**src/rtl/tetris_pkg.sv**
```systemverilog
// rtl/tetris_pkg.sv - shared mode encodings, FSM state type and default geometry
package tetris_pkg;

  localparam int DEF_FIELD_W = 20;
  localparam int DEF_FIELD_H = 20;
  localparam int DEF_BLK     = 4;

  localparam logic [1:0] MODE_CHECK   = 2'b00;
  localparam logic [1:0] MODE_MERGE   = 2'b01;
  localparam logic [1:0] MODE_OVERLAY = 2'b10;

  typedef enum logic [1:0] {
    ST_IDLE = 2'd0,
    ST_SCAN = 2'd1,
    ST_DONE = 2'd2
  } state_t;

endpackage

```
**src/rtl/block_rotate_index.sv**
```systemverilog
// rtl/block_rotate_index.sv - maps a rotated block cell to its source bit, field index and OOB flag
module block_rotate_index #(
  parameter int FIELD_W = 20,
  parameter int FIELD_H = 20,
  parameter int BLK     = 4,
  parameter int POS_W   = 5,
  localparam int BW     = (BLK > 1) ? $clog2(BLK) : 1,
  localparam int SW     = (BLK * BLK > 1) ? $clog2(BLK * BLK) : 1,
  localparam int FW     = (FIELD_W * FIELD_H > 1) ? $clog2(FIELD_W * FIELD_H) : 1
) (
  input  logic [BW-1:0]    bx,
  input  logic [BW-1:0]    by,
  input  logic [1:0]       rotate,
  input  logic [POS_W-1:0] pos_x,
  input  logic [POS_W-1:0] pos_y,
  output logic [SW-1:0]    src_idx,
  output logic [FW-1:0]    field_idx,
  output logic             oob
);

  localparam int XW = POS_W + 1;

  // One extra bit so a block hanging off the right/bottom edge never wraps back in.
  logic [XW-1:0] x_ext;
  logic [XW-1:0] y_ext;

  assign x_ext = {1'b0, pos_x} + XW'(bx);
  assign y_ext = {1'b0, pos_y} + XW'(by);

  assign oob       = (int'(x_ext) >= FIELD_W) || (int'(y_ext) >= FIELD_H);
  assign field_idx = oob ? '0 : FW'(int'(y_ext) * FIELD_W + int'(x_ext));

  always_comb begin
    src_idx = '0;
    case (rotate)
      2'd0:    src_idx = SW'(int'(by) * BLK + int'(bx));
      2'd1:    src_idx = SW'((BLK - 1 - int'(bx)) * BLK + int'(by));
      2'd2:    src_idx = SW'((BLK - 1 - int'(by)) * BLK + (BLK - 1 - int'(bx)));
      default: src_idx = SW'(int'(bx) * BLK + (BLK - 1 - int'(by)));
    endcase
  end

endmodule

```
**src/rtl/field_merge_seq.sv**
```systemverilog
// rtl/field_merge_seq.sv - scans a rotated block one cell per clock and merges it into the playfield
module field_merge_seq
  import tetris_pkg::*;
#(
  parameter int FIELD_W = DEF_FIELD_W,
  parameter int FIELD_H = DEF_FIELD_H,
  parameter int BLK     = DEF_BLK,
  parameter int POS_W   = 5
) (
  input  logic                       clk,
  input  logic                       rst,
  input  logic                       start,
  input  logic [1:0]                 mode,
  input  logic [POS_W-1:0]           block_pos_x,
  input  logic [POS_W-1:0]           block_pos_y,
  input  logic [1:0]                 rotate,
  input  logic [BLK*BLK-1:0]         block_matrix,
  input  logic [FIELD_W*FIELD_H-1:0] field_background,
  output logic                       busy,
  output logic                       done,
  output logic                       collision,
  output logic [FIELD_W*FIELD_H-1:0] field_out
);

  localparam int NCELL = BLK * BLK;
  localparam int NF    = FIELD_W * FIELD_H;
  localparam int KW    = (NCELL > 1) ? $clog2(NCELL) : 1;
  localparam int BW    = (BLK > 1) ? $clog2(BLK) : 1;
  localparam int SW    = (NCELL > 1) ? $clog2(NCELL) : 1;
  localparam int FW    = (NF > 1) ? $clog2(NF) : 1;
  localparam logic [KW-1:0] K_LAST = KW'(NCELL - 1);

  state_t             state;
  logic [1:0]         mode_q;
  logic [1:0]         rot_q;
  logic [POS_W-1:0]   px_q;
  logic [POS_W-1:0]   py_q;
  logic [NCELL-1:0]   blk_q;
  logic [NF-1:0]      bg_q;
  logic [NF-1:0]      work;
  logic               coll;
  logic               oob_f;
  logic [KW-1:0]      k;

  logic [BW-1:0]      bx;
  logic [BW-1:0]      by;
  logic [SW-1:0]      src_idx;
  logic [FW-1:0]      fidx;
  logic               cell_oob;

  assign bx = BW'(int'(k) % BLK);
  assign by = BW'(int'(k) / BLK);

  block_rotate_index #(
    .FIELD_W (FIELD_W),
    .FIELD_H (FIELD_H),
    .BLK     (BLK),
    .POS_W   (POS_W)
  ) u_index (
    .bx        (bx),
    .by        (by),
    .rotate    (rot_q),
    .pos_x     (px_q),
    .pos_y     (py_q),
    .src_idx   (src_idx),
    .field_idx (fidx),
    .oob       (cell_oob)
  );

  logic          cell_set;
  logic          coll_nx;
  logic          oob_nx;
  logic [NF-1:0] work_nx;

  // Next-cycle view including the current cell, so the last cell lands on the done edge.
  always_comb begin
    cell_set = blk_q[src_idx];
    work_nx  = work;
    coll_nx  = coll;
    oob_nx   = oob_f;
    if (cell_set) begin
      if (cell_oob)
        oob_nx = 1'b1;
      else if (bg_q[fidx])
        coll_nx = 1'b1;
      else
        work_nx[fidx] = 1'b1;
    end
  end

  always_ff @(posedge clk or posedge rst) begin
    if (rst) begin
      state     <= ST_IDLE;
      mode_q    <= '0;
      rot_q     <= '0;
      px_q      <= '0;
      py_q      <= '0;
      blk_q     <= '0;
      bg_q      <= '0;
      work      <= '0;
      coll      <= 1'b0;
      oob_f     <= 1'b0;
      k         <= '0;
      busy      <= 1'b0;
      done      <= 1'b0;
      collision <= 1'b0;
      field_out <= '0;
    end else begin
      case (state)
        ST_IDLE: begin
          if (start) begin
            mode_q <= mode;
            rot_q  <= rotate;
            px_q   <= block_pos_x;
            py_q   <= block_pos_y;
            blk_q  <= block_matrix;
            bg_q   <= field_background;
            work   <= field_background;
            coll   <= 1'b0;
            oob_f  <= 1'b0;
            k      <= '0;
            busy   <= 1'b1;
            state  <= ST_SCAN;
          end
        end
        ST_SCAN: begin
          work  <= work_nx;
          coll  <= coll_nx;
          oob_f <= oob_nx;
          k     <= k + 1'b1;
          if (k == K_LAST) begin
            state     <= ST_DONE;
            done      <= 1'b1;
            collision <= coll_nx | oob_nx;
            case (mode_q)
              MODE_MERGE:   field_out <= (coll_nx | oob_nx) ? bg_q : work_nx;
              MODE_OVERLAY: field_out <= work_nx;
              default:      field_out <= field_out;
            endcase
          end
        end
        ST_DONE: begin
          done  <= 1'b0;
          busy  <= 1'b0;
          state <= ST_IDLE;
        end
        default: state <= ST_IDLE;
      endcase
    end
  end

endmodule
```
**config.mk**
```make
export PLATFORM = sky130hd
export DESIGN_NAME = field_merge_seq
export DESIGN_NICKNAME = d
export VERILOG_FILES = /design/src/rtl/tetris_pkg.sv /design/src/rtl/block_rotate_index.sv /design/src/rtl/field_merge_seq.sv
export SDC_FILE = /design/constraint.sdc
export NUM_CORES = 2
export LEC_CHECK = 0
export ABC_AREA = 1
export ABC_CLOCK_PERIOD_IN_PS = 50600
export CAP_MARGIN = 40
export CORE_MARGIN = 4
export CORE_UTILIZATION = 45
export CTS_CLUSTER_DIAMETER = 50
export DETAILED_ROUTE_END_ITERATION = 12
export GPL_TIMING_DRIVEN = 0
export PLACE_DENSITY_LB_ADDON = 0.12
export SLEW_MARGIN = 10
export SYNTH_ARGS = -nofsm -noshare
export SYNTH_HDL_FRONTEND = slang
export SYNTH_HIERARCHICAL = 1
export SYNTH_SLANG_ARGS = --single-unit
export TNS_END_PERCENT = 100
```
**constraint.sdc**
```tcl
create_clock -name clk -period 50.6 [get_ports clk]
set_input_delay 10.12 -clock clk [delete_from_list [all_inputs] [get_ports clk]]
set_output_delay 10.12 -clock clk [all_outputs]
set_load 0.005 [all_outputs]
```
**The metal 1 layer**

Bar = 100 um. Supply wires on this layer in grey.
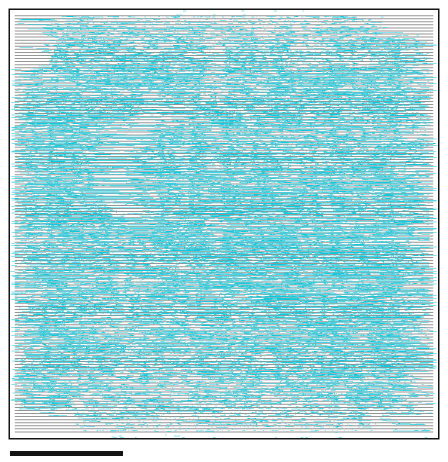
share of all routed wire	37%
longest straight run	95.2 um
main direction	horizontal
wire length on this layer	112 mm
nets with wire on the layer	9315

**Met2 routing**

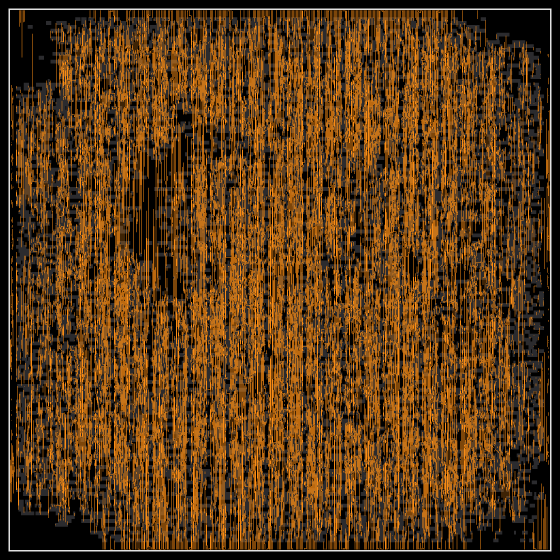
share of all routed wire	43%
main direction	vertical
wire length on this layer	131 mm
longest straight run	130 um

**M3 wires**

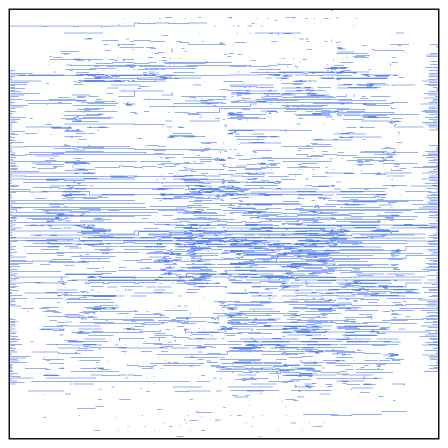
nets with wire on the layer	1515
wire length on this layer	38.0 mm
main direction	horizontal
share of all routed wire	12%

**M4 wires**

Supply wires on this layer in grey.
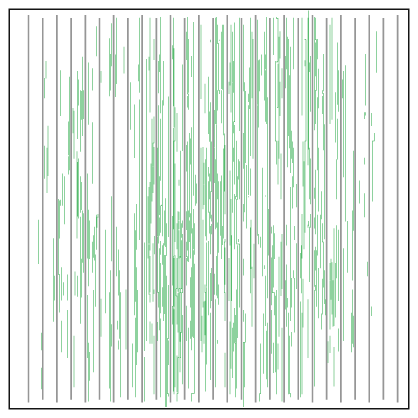
wire length on this layer	24.9 mm
share of all routed wire	8.1%
longest straight run	269 um
main direction	vertical
nets with wire on the layer	319

cell families (layout without fill, tap and decap cells):
logic type	Yosys count	count (layout)	share of synthesized area (%)
simple gates	4938	4938	32.7
buf+inv	1285	2483	8.10
flops	1241	1241	49.8
compound gates	1001	1001	8.76
fa+ha+maj	22	22	0.489
xor+xnor	10	10	0.164
mux	3	3	0.0521
other cells	0	16	0
flip-flops by register name, summed over array words and instances, names as in the netlist:
| signal | cells |
|---|---|
| coll | 1 |
| rot_q | 2 |
| field_out | 400 |
| bg_q | 400 |
| busy | 1 |
| state | 2 |
| oob_f | 1 |
| mode_q | 2 |
| done | 1 |
| collision | 1 |
| k | 4 |
| work | 400 |
| blk_q | 16 |
| px_q | 5 |
| py_q | 5 |
routing by layer:
metal  vias up  GRT usage, %
li1      29100             -
met1     31800          50.8
met2      4431          60.8
met3      1049          13.4
met4        14          29.0
met5         -             0
how the worst max path moves through the flow:
stage	from	end	cells past startpoint
after floorplan	rst	bg_q[0]	1
after detailed placement	start	work[225]	9
after global routing	start	bg_q[225]	9
after CTS	start	work[225]	9
final	start	work[225]	9
after global placement	rst	field_out[281]	2
through the flow:
| step | instances | hold slack [ps] | utilization (%) |
|---|---|---|---|
| finish | 11500 | 474 | 58.0 |
| global route | 11500 | 488 | 58.0 |
| CTS | 11500 | 476 | 58.0 |
| detailed placement | 11200 | 461 | 54.1 |
| global placement | 11100 | 464 | 53.0 |
| floorplan | 8500 | 444 | - |
critical path, delay by kind of cell:
kind | cells | cell delay [ps]
buf+inv | 6 | 2640
simple gates | 3 | 670
cells in the final DEF, fill, tap and decap left out, types with 37 or more instances in the layout:
master	n
dfrtp_1	1241
buf_2	114
inv_1	739
clkdlybuf4s50_1	835
nor2_1	702
o21ai_0	806
nand2_1	3075
clkbuf_16	163
clkbuf_1	335
nand3_1	1039
nand3b_1	49
buf_8	37
o221ai_1	67
o211ai_1	70
buf_1	65
layout make-up:
type / instances / area share, %
well taps: 1794 / 2.81
repair buffers: 917 / 12.2
plain buffers: 527 / 2.81
clock buffers: 217 / 5.67
diodes: 16 / 0.0501
multi-input cells: 5974 / 32.9
inverters: 758 / 3.58
clock inverters: 64 / 1.09
flip-flops and latches: 1241 / 38.9
==> flow_summary.toml <==
# synthesis and place-and-route metrics
[outcome]
status = "finished clean"

[job]
warnings = 61

[final_layout]
logic_area_um2 = 26300
fillers = 12800
area_delta_synth_final_pct = 28.0

[clock_network]
cts_made_buffers = 154
clk_pin_slew_ps = 60
postCtsHoldBufs = 0
cts_max_path_buffers = 3
cts-root-buf = "clkbuf_16"
cts_resized = 0

[timing]
worst_pin_slew_ps = 1000
finClkSkew_ps = 31.9
finalSetupViolCount = 0
rsz0062_at_grt = "no"
finalHoldViolations = 0
min_period_over_period_pct = 25.2
max_freq_mhz = 78.4
period_minus_slack_ps = 12750

[yosys]
seq_area_frac_synth_pct = 49.8
synth_flops = 1241
syn-cell-area_um2 = 62400
top_cells_by_area = "dfrtp_1 50%, nand2_1 18%, nand3_1 8.3%"
yosys_warnings = 6
postSynthCellCount = 8500

[worst_setup_path]
cp_cell_sequence = "clkdlybuf4s50_1, nand3_1, inv_1, clkbuf_1, buf_6, clkbuf_2, clkbuf_1, nand2_1, nand3_1"
worstSetupPathType = "input port to register"
slowest_delay_ps = 760
required_ps = 51330
r2r-start = "k[0]"
startpoint_type = "input port"

[route]
drt-met1-wl_um = 112000
drtIter0Drc = 9054
dr_wl_met2_um = 131000

[hold_path]
hold_path_class = "register to register"
hold-path-endpoint = "blk_q[8]"

[placement]
gp_congestion = 0.991
placed_cell_area_um2 = 74400

[floorplan]
io_pins = 836
coreArea_um2 = 138000
floorplan.core_util_pct = 45.3

[global_routing]
grt_usage_pct = 41.1
antenna_found_initial = 22
grt_start_max_net_pins = 117
